[config.mk]
export PLATFORM = sky130hd
export DESIGN_NAME = sterownik_wyswietlacza
export DESIGN_NICKNAME = d
export VERILOG_FILES = /design/src/rtl/sterownik_wyswietlacza.sv
export SDC_FILE = /design/constraint.sdc
export NUM_CORES = 1
export LEC_CHECK = 0
export CAP_MARGIN = 20
export CELL_PAD_IN_SITES_DETAIL_PLACEMENT = 1
export CELL_PAD_IN_SITES_GLOBAL_PLACEMENT = 2
export CORE_MARGIN = 10
export CORE_UTILIZATION = 32
export CTS_CLUSTER_DIAMETER = 80
export DETAILED_ROUTE_END_ITERATION = 8
export PLACE_DENSITY_LB_ADDON = 0.15
export SYNTH_ARGS = -nofsm -noshare
export SYNTH_HDL_FRONTEND = slang
export SYNTH_SLANG_ARGS = --single-unit
[constraint.sdc]
create_clock -name clk -period 4.3 [get_ports clk]
set_input_delay 1.29 -clock clk [delete_from_list [all_inputs] [get_ports clk]]
set_output_delay 1.29 -clock clk [all_outputs]
set_load 0.005 [all_outputs]
[src/rtl/sterownik_wyswietlacza.sv]
// Multiplexed driver for a 4-digit common-anode 7-segment clock display.
// Digits are snapshotted once per frame; set mode blinks the display, run mode blinks the colon.
module sterownik_wyswietlacza #(
    parameter int SCAN_DIV  = 50000,
    parameter int BLANK_CYC = 2,
    parameter int BLINK_DIV = 25000000,
    parameter int LZ_BLANK  = 1
) (
    input  logic       clk,
    input  logic       rst,
    input  logic [3:0] min_jed,
    input  logic [3:0] min_dzie,
    input  logic [3:0] godz_jed,
    input  logic [3:0] godz_dzie,
    input  logic       start,
    output logic [3:0] an,
    output logic [6:0] seg,
    output logic       dp
);

    localparam int DIV_W = $clog2(SCAN_DIV);
    localparam int BLK_W = (BLINK_DIV > 1) ? $clog2(BLINK_DIV) : 1;
    localparam logic [DIV_W-1:0] DIV_LAST  = DIV_W'(SCAN_DIV - 1);
    localparam logic [DIV_W-1:0] BLANK_END = DIV_W'(BLANK_CYC);
    localparam logic [BLK_W-1:0] BLK_LAST  = BLK_W'(BLINK_DIV - 1);

    logic [DIV_W-1:0]  div_cnt_q, div_cnt_d;
    logic [1:0]        idx_q, idx_d;
    logic [BLK_W-1:0]  blink_cnt_q, blink_cnt_d;
    logic              phase_q, phase_d;
    logic [3:0][3:0]   snap_q, snap_d;   // [0]=min_jed ... [3]=godz_dzie
    logic [3:0]        an_q, an_d;
    logic [6:0]        seg_q, seg_d;
    logic              dp_q, dp_d;
    logic              scan_tick;
    logic              blank;

    function automatic logic [6:0] seg_decode(input logic [3:0] bcd);
        case (bcd)
            4'd0:    seg_decode = 7'b1000000;
            4'd1:    seg_decode = 7'b1111001;
            4'd2:    seg_decode = 7'b0100100;
            4'd3:    seg_decode = 7'b0110000;
            4'd4:    seg_decode = 7'b0011001;
            4'd5:    seg_decode = 7'b0010010;
            4'd6:    seg_decode = 7'b0000010;
            4'd7:    seg_decode = 7'b1111000;
            4'd8:    seg_decode = 7'b0000000;
            4'd9:    seg_decode = 7'b0010000;
            default: seg_decode = 7'b0111111;
        endcase
    endfunction

    assign scan_tick = (div_cnt_q == DIV_LAST);

    // NOTE: every always_comb output gets a default first so no path can infer a latch.
    always_comb begin
        div_cnt_d   = div_cnt_q + 1'b1;
        idx_d       = idx_q;
        snap_d      = snap_q;
        blink_cnt_d = blink_cnt_q + 1'b1;
        phase_d     = phase_q;

        if (scan_tick) begin
            div_cnt_d = '0;
            idx_d     = idx_q + 2'd1;
            if (idx_q == 2'd3) begin
                snap_d = {godz_dzie, godz_jed, min_dzie, min_jed};
            end
        end

        if (blink_cnt_q == BLK_LAST) begin
            blink_cnt_d = '0;
            phase_d     = ~phase_q;
        end

        // Anti-ghosting gap, set-mode blink and hours-tens leading-zero suppression.
        blank = (div_cnt_q < BLANK_END)
             || (!start && phase_q)
             || ((LZ_BLANK != 0) && (idx_q == 2'd3) && (snap_q[3] == 4'd0));

        an_d  = blank ? 4'b1111 : ~(4'b0001 << idx_q);
        seg_d = seg_decode(snap_q[idx_q]);
        dp_d  = ~((idx_q == 2'd2) && start && !phase_q);
    end

    // NOTE: sequential state uses non-blocking assignments only, so all registers update together.
    always_ff @(posedge clk or posedge rst) begin
        if (rst) begin
            div_cnt_q   <= '0;
            idx_q       <= '0;
            blink_cnt_q <= '0;
            phase_q     <= 1'b0;
            snap_q      <= '0;
            an_q        <= 4'b1111;
            seg_q       <= 7'b1111111;
            dp_q        <= 1'b1;
        end else begin
            div_cnt_q   <= div_cnt_d;
            idx_q       <= idx_d;
            blink_cnt_q <= blink_cnt_d;
            phase_q     <= phase_d;
            snap_q      <= snap_d;
            an_q        <= an_d;
            seg_q       <= seg_d;
            dp_q        <= dp_d;
        end
    end

    assign an  = an_q;
    assign seg = seg_q;
    assign dp  = dp_q;

endmodule
==> images/metal_stack.png <==
Scale: 3 px per micron. Two of the layers only.
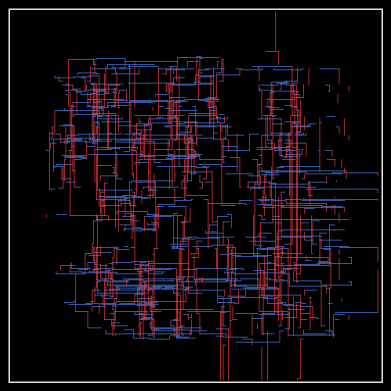
Red stands for met2, wire length 3,500 microns. Blue stands for met1, wire length 3,700 microns.

==> images/cell_classes.png <==
Scale: 2 px per micron.
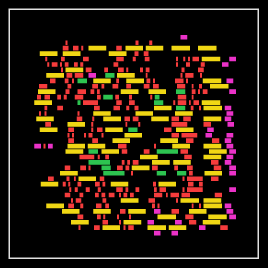
Yellow stands for flip-flops, cells 72. Red stands for all other logic, cells 219. Green stands for clock drivers and dummy loads, cells 16. Magenta stands for other buffers and delay cells, cells 32.

==> images/final_placement.png <==
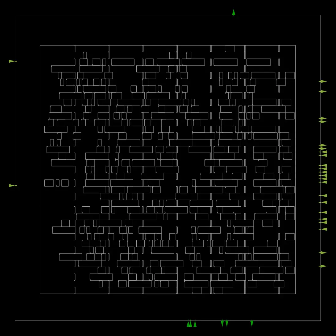
tally of filler cells in the layout: 1,136
sequential fraction of total cell area: 0.436

==> notes.md <==
Results of the run.

The power report attributes to the clock group a share of 0.467. The routed via count divided by cell count is 4.95. The synthesis-stage register bit count is 72. The power report attributes to the sequential group a share of 0.485. The end-of-flow core utilization is 0.400. Setup repair after global routing left no endpoint under its margin. The HPWL after detailed placement is 5.37 mm. The count of buffers added by post-CTS timing repair for setup is 0. The final timing report lists clock skew as 6.20 ps. The number of global-route vias before repair is between 2,000 and 3,000. For this design, the CTS-stage hold fixing added 0 buffers. Entering global routing, the biggest net connects about 73 pins. The flow ran to the end, and the final reports show no timing, DRC or antenna violations. Detailed routing placed a total of 3.50 mm of wire on met2. The topmost layer with routed signal wires is met4.

The most common cell after layout, fill and taps aside is sky130_fd_sc_hd__dfrtp_1. Across the run, the number of max-cap violations was 0. On the reported timing paths, the clock transition at the registers reads approximately 80 ps. The die is approximately 120 microns tall. The core region area is 10,400 sq um. After synthesis, the chip area reported by Yosys is around 3400 sq um. The most frequently used cell type in the post-synthesis netlist is sky130_fd_sc_hd__dfrtp_1. The main power-consuming group is sequential cells. The die outline width is 124 microns.

Summing all multi-input logic gate instances after layout gives 1570 sq um. The static power due to leakage is 1.72 nW. The final layout report lists a non-clock inverter count of 9. The clock network power reported by the tool is 675 uW.

According to the I/O placement log, the pin count is 31. Yosys mapped a number of flops with a built-in enable equal to 0. The fraction of layout instances using a drive strength above 1 is 0.150. The combinational cell power is 69.5 uW. The number of standard cells reported by yosys is slightly below 300. The internal power component is about 1.1 mW.

The classification of the worst-slack hold path is reg -> reg. The script parses the final routing iteration and logs DRC violations as 0. In this run the mean area of a mapped cell was 11.6 sq um. For this block, the initial DRC count from the detailed router was 85. The power attributed to sequential cells is 701 uW. The combined global-route utilization of all metal layers is 0.110. The worst reg2reg path startpoint is div_cnt_q[0]. The count of port buffers added during placement is 30. The flop count is 72. Measured on the final layout, buffering overhead outside the clock network stands at 0.0766. The time the final worst path needs with I/O delays and setup is between 2000 and 3000 ps.

TritonCTS built the clock tree. STA lists the endpoint of the worst register-to-register path as snap_q[12].
==> images/met3.png <==
Scale: 3 px per micron.
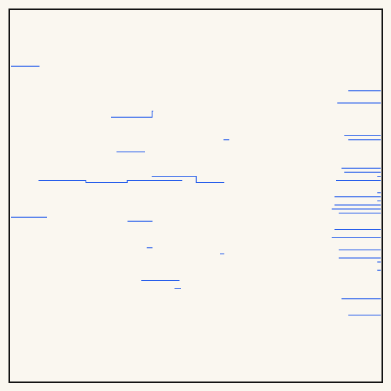
The longest straight run is 18.2 microns. The layer holds 4.9% of the routed length. 28 nets have wire on it.

==> images/registers.png <==
Scale: 4 px per micron. Other sequential cells in the stronger grey, the rest of the logic in the fainter grey.
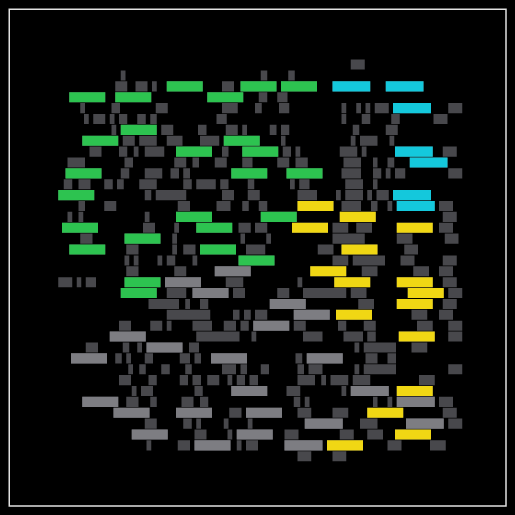
Cyan stands for seg, sequential cells 7. Green stands for blink_cnt_q, sequential cells 25. Yellow stands for snap_q, sequential cells 16.
Another 24 sequential cells are not coloured.

registers in the layout, summed over array words and instances (netlist names):
signal and count:
an 4, phase_q 1, snap_q 16, blink_cnt_q 25
div_cnt_q 16, seg 7, idx_q 2, dp 1
metrics by stage:
stage          setup WS (ps)  hold WS [ps]  power, mW
6_report                1650           494       1.45
5_1_grt                 1580           504       1.52
4_1_cts                 1620           497       1.47
3_5_place_dp            1710           480      0.785
3_3_place_gp            1720           471      0.785
2_1_floorplan           1200           448      0.744
logic make-up (layout without fill, tap and decap cells):
kind of cell	Yosys count	count (layout)	share of synthesized area
DFF	72	72	0.527
xor gates and xnor gates	32	32	0.0813
AOI/OAI and AO/OA	24	24	0.0479
and+or+nand+nor	123	123	0.208
adders and majority gates	11	11	0.0399
muxes	20	20	0.0784
buffers and inverters	14	57	0.0178
No activity file was given, so power comes from the tool's default toggle rates.
